==> config.mk <==
export PLATFORM = sky130hd
export DESIGN_NAME = microsequencer_next_state
export DESIGN_NICKNAME = d
export VERILOG_FILES = /design/src/rtl/microsequencer_next_state.sv
export SDC_FILE = /design/constraint.sdc
export NUM_CORES = 1
export LEC_CHECK = 0
export ABC_AREA = 1
export CORE_MARGIN = 1.5
export CORE_UTILIZATION = 47
export DETAILED_ROUTE_END_ITERATION = 8
export PLACE_DENSITY = 0.83
export SKIP_LAST_GASP = 1
export SLEW_MARGIN = 20
export SYNTH_ARGS = -nofsm -noshare
export SYNTH_HDL_FRONTEND = slang
export SYNTH_SLANG_ARGS = --single-unit
==> constraint.sdc <==
create_clock -name clk -period 2.48 [get_ports clk]
set_clock_uncertainty 0.15 [all_clocks]
set_input_delay 0.496 -clock clk [delete_from_list [all_inputs] [get_ports clk]]
set_output_delay 0.496 -clock clk [all_outputs]
set_load 0.01 [all_outputs]
run_1/clocks.png
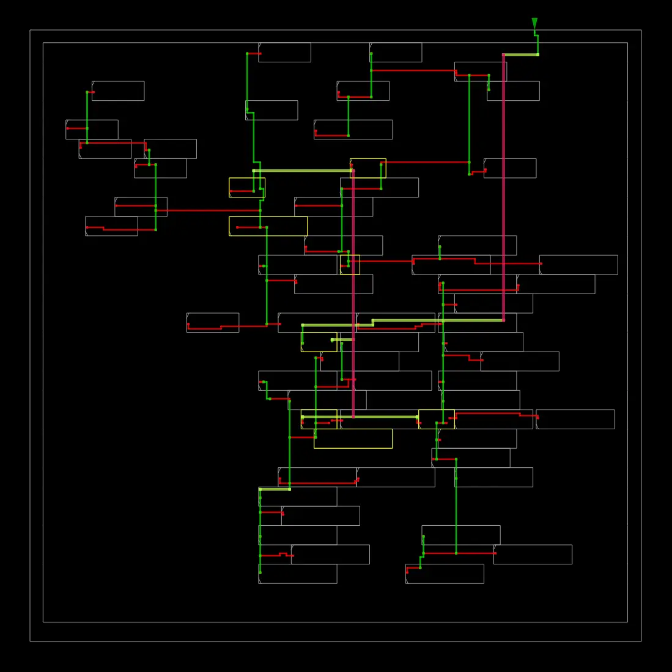
clock sinks: 55
clock insertion delay at the later pin of the skew report: 310 ps

run_1/metal_density.png
The die is cut into 17 by 17 equal tiles; dark purple is low, yellow is high, scaled to the fullest tile. Values are wire area over tile area, all layers added.
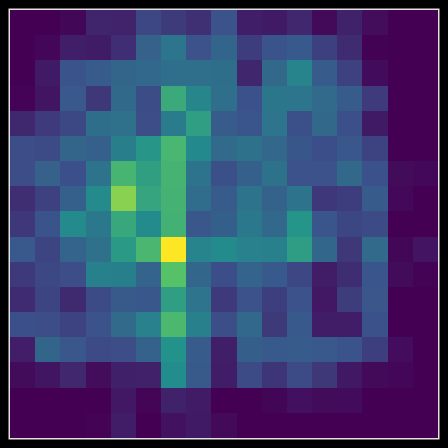
tiles over half the peak: 7.3%
densest ninth of the die: centre
nearly empty tiles: 19%
per-cell routed wire length: 14.9 um
DR vias: 2,998
GR Util All Layers: 0.236
final wirelength: 8.39 mm

run_1/flops_by_reg.png
Scale bar: 20 um. Other sequential cells in the stronger grey, the rest of the logic in the fainter grey.
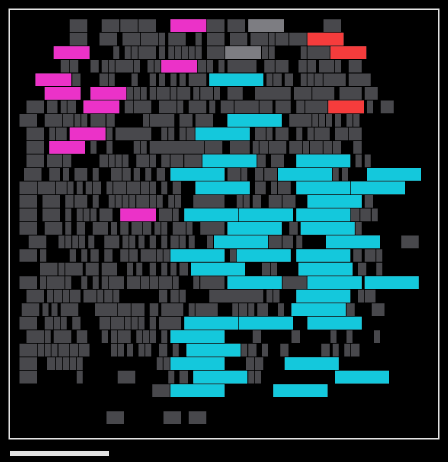
[`sp`] red | placed flops: 3
[`next_state`] magenta | placed flops: 10 | where: north-west
[`stack_mem`] cyan | placed flops: 40
not coloured: 2
Reg area: 0.00150 mm^2
fraction of area in registers: 0.355
Util after Layout: 0.629

run_1/wires.png
Only two layers are drawn.
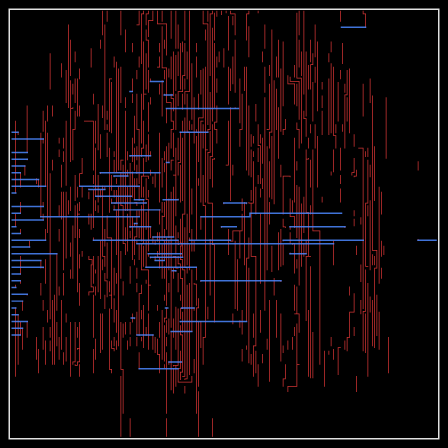
[metal 3] blue | wire length: 426 um
[metal 2] red | wire length: 4,150 um

==> results.json, run 1 <==
{
  "largest_reg_flops": 40,
  "whs_path_depth": 2,
  "n_fill_cell": 553,
  "worst_ep_arrival_time_ps": 2390,
  "p_sw_frac": 0.258,
  "adder_share": 0.0270,
  "worstSetupPathType": "register to register",
  "synthFlopType": "edfxtp_1",
  "synth_flops": 55,
  "use_met2": 0.414,
  "maxSlewHeadroom": 0.646,
  "holdWs_ps": 363,
  "flops": 55,
  "tightest_slew_ps": 529,
  "pg_seq_mw": 1.02,
  "vdd_drop_max_mv": 0.276,
  "cts_root_buf": "clkbuf_8",
  "status": "finished, final reports clean",
  "antenna_found_initial": 0,
  "muxShareOfSynthArea": 0,
  "met1_usage": 0.295,
  "grt_max_degree": 24,
  "synth_cell_types": 38,
  "yosys_area_mm2": 0.00325,
  "cts_resized": 0,
  "max_freq_mhz": 431,
  "cts_buffers": 5,
  "comb_share": 0.347,
  "cp_slowest_stage_delay_ps": 440,
  "clock_buffers": 5,
  "grt_overflow": 0,
  "postCtsSetupBuffers": 0,
  "fin_crit_ps": 2320,
  "grt_pass1_vias": 2876,
  "floorplanUtilization": 0.483,
  "crit_fanout": 9,
  "cts_tree": "done",
  "power_frac_clock": 0.326,
  "buffers_excl_clock": 87,
  "finalNonFillerCells": 563,
  "power_leader": "sequential cells",
  "num-nets-final": 535,
  "cts_hold_buffers": 0,
  "drt_first_pass_iters": 4,
  "synth_seq_share": 0.462,
  "pwr-share-comb": 0.205,
  "clk-power_mw": 0.706,
  "topCombFamilyByArea": "simple AND/OR/NAND/NOR gates",
  "synth-edff-count": 40,
  "power.leakage_nw": 1.80,
  "async_reset_ff_frac": 0,
  "syn-mean-instance-area_um2": 8.10,
  "path_delay_family": "simple AND/OR/NAND/NOR gates",
  "tap_cells": 80,
  "dieArea_mm2": 0.00742,
  "core_mm2": 0.00672,
  "comb_power_mw": 0.445,
  "critPathSlowestCell": "dfxtp_1",
  "syn_inst": 401,
  "fin_total_pwr_mw": 2.17,
  "met1_length_mm": 3.58,
  "gp_congestion": 0.925,
  "use_met3": 0.0308,
  "dp_cells": 553,
  "routed.top_layer": "met4",
  "dp_hpwl_mm": 6.28,
  "ys_sh_xor": 0.0162,
  "combGateArea_mm2": 0.00147,
  "power_density_mw_per_mm2": 513,
  "ios": 61,
  "yosysWarningCount": 0,
  "wl_met2_mm": 4.15,
  "die_w_um": 86.1,
  "top_cell_area_share": 0.370,
  "met3_length_um": 426,
  "buffer_area_frac": 0.193,
  "finalSetupViolCount": 0,
  "rows": 30,
  "finalSetupTns_ps": 0,
  "place_area_mm2": 0.00407,
  "postLayoutCellArea_mm2": 0.00422,
  "ys_top_cells_by_area": "edfxtp_1, nand2_1, dfxtp_1",
  "hp-class": "register to register",
  "power.switching_mw": 0.559,
  "drtIter0Drc": 189,
  "h-tree-depth": 2
}
run_1/cell_density.png
Scale bar: 20 um. The die is cut into 9 by 9 equal tiles; dark purple is low, yellow is high, 0 to 100% covered.
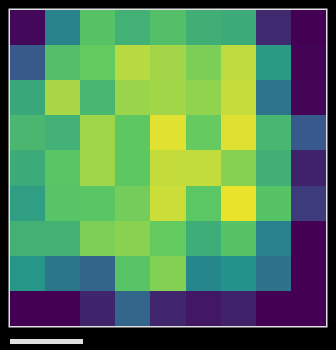

==> run 1 -> run 2 <==
- CELL_PAD_IN_SITES_DETAIL_PLACEMENT: unset -> 1
- CELL_PAD_IN_SITES_GLOBAL_PLACEMENT: unset -> 1
- CORE_UTILIZATION: 47 -> 35
- GPL_ROUTABILITY_DRIVEN: unset -> 1
- PLACE_DENSITY: 0.83 -> 0.84
run_2/cell_density.png
Scale bar: 20 um. The die is cut into 10 by 10 equal tiles; dark purple is low, yellow is high, 0 to 100% covered.
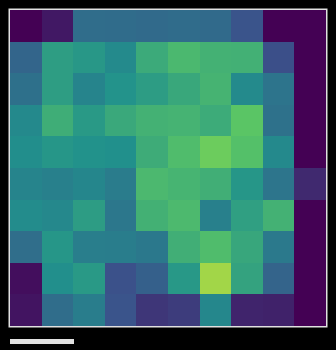
nearly empty tiles: 11%
mean over tiles: 42%
densest ninth of the die: centre
fullest tile: 86%
core region area: 0.00885 mm^2
Util after Layout: 0.482
Core Density at Floorplan: 0.367

==> run 2 against run 1 <==
Sequential power is essentially flat. Cell area increased by 0.98%. Critical path depth down 1. Largest cell class unchanged.
==> results.json, run 2 <==
{
  "num-nets-final": 543,
  "drt_first_pass_iters": 4,
  "rows": 34,
  "grt_max_degree": 24,
  "largest_reg_flops": 40,
  "dp_cells": 591,
  "cts_root_buf": "clkbuf_8",
  "power.leakage_nw": 1.84,
  "met1_length_mm": 4.22,
  "finalSetupViolCount": 0,
  "pwr-share-comb": 0.232,
  "syn-mean-instance-area_um2": 8.10,
  "routed.top_layer": "met4",
  "die_w_um": 99.3,
  "synth_cell_types": 38,
  "comb_share": 0.345,
  "finalNonFillerCells": 599,
  "maxSlewHeadroom": 0.705,
  "status": "finished, final reports clean",
  "via_count": 3104,
  "finalSetupTns_ps": 0,
  "cts_hold_buffers": 0,
  "wl_per_cell_um": 17.2,
  "hp-class": "register to register",
  "synthFlopType": "edfxtp_1",
  "ys_top_cells_by_area": "edfxtp_1, nand2_1, dfxtp_1",
  "comb_power_mw": 0.467,
  "gp_congestion": 0.883,
  "synth_flops": 55,
  "synth_seq_share": 0.462,
  "vdd_drop_max_mv": 0.223,
  "use_met3": 0.0225,
  "wl_met2_mm": 5.41,
  "clock_buffers": 5,
  "use_met2": 0.395
}
run_2/flops_by_reg.png
Scale bar: 20 um. Other sequential cells in the stronger grey, the rest of the logic in the fainter grey.
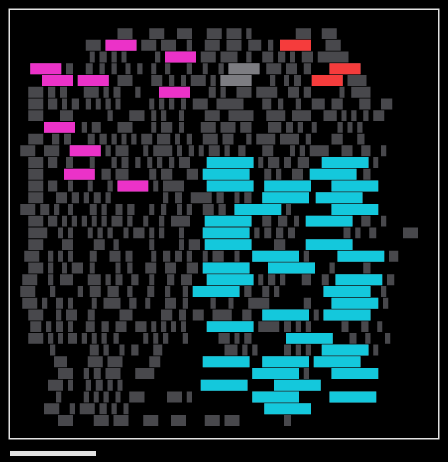
[`sp`] red | placed flops: 3
[`next_state`] magenta | placed flops: 10 | where: north-west
[`stack_mem`] cyan | placed flops: 40
not coloured: 2
fraction of area in registers: 0.352
seq pwr: 1.02 mW

Power is estimated from default activity; no workload was simulated.
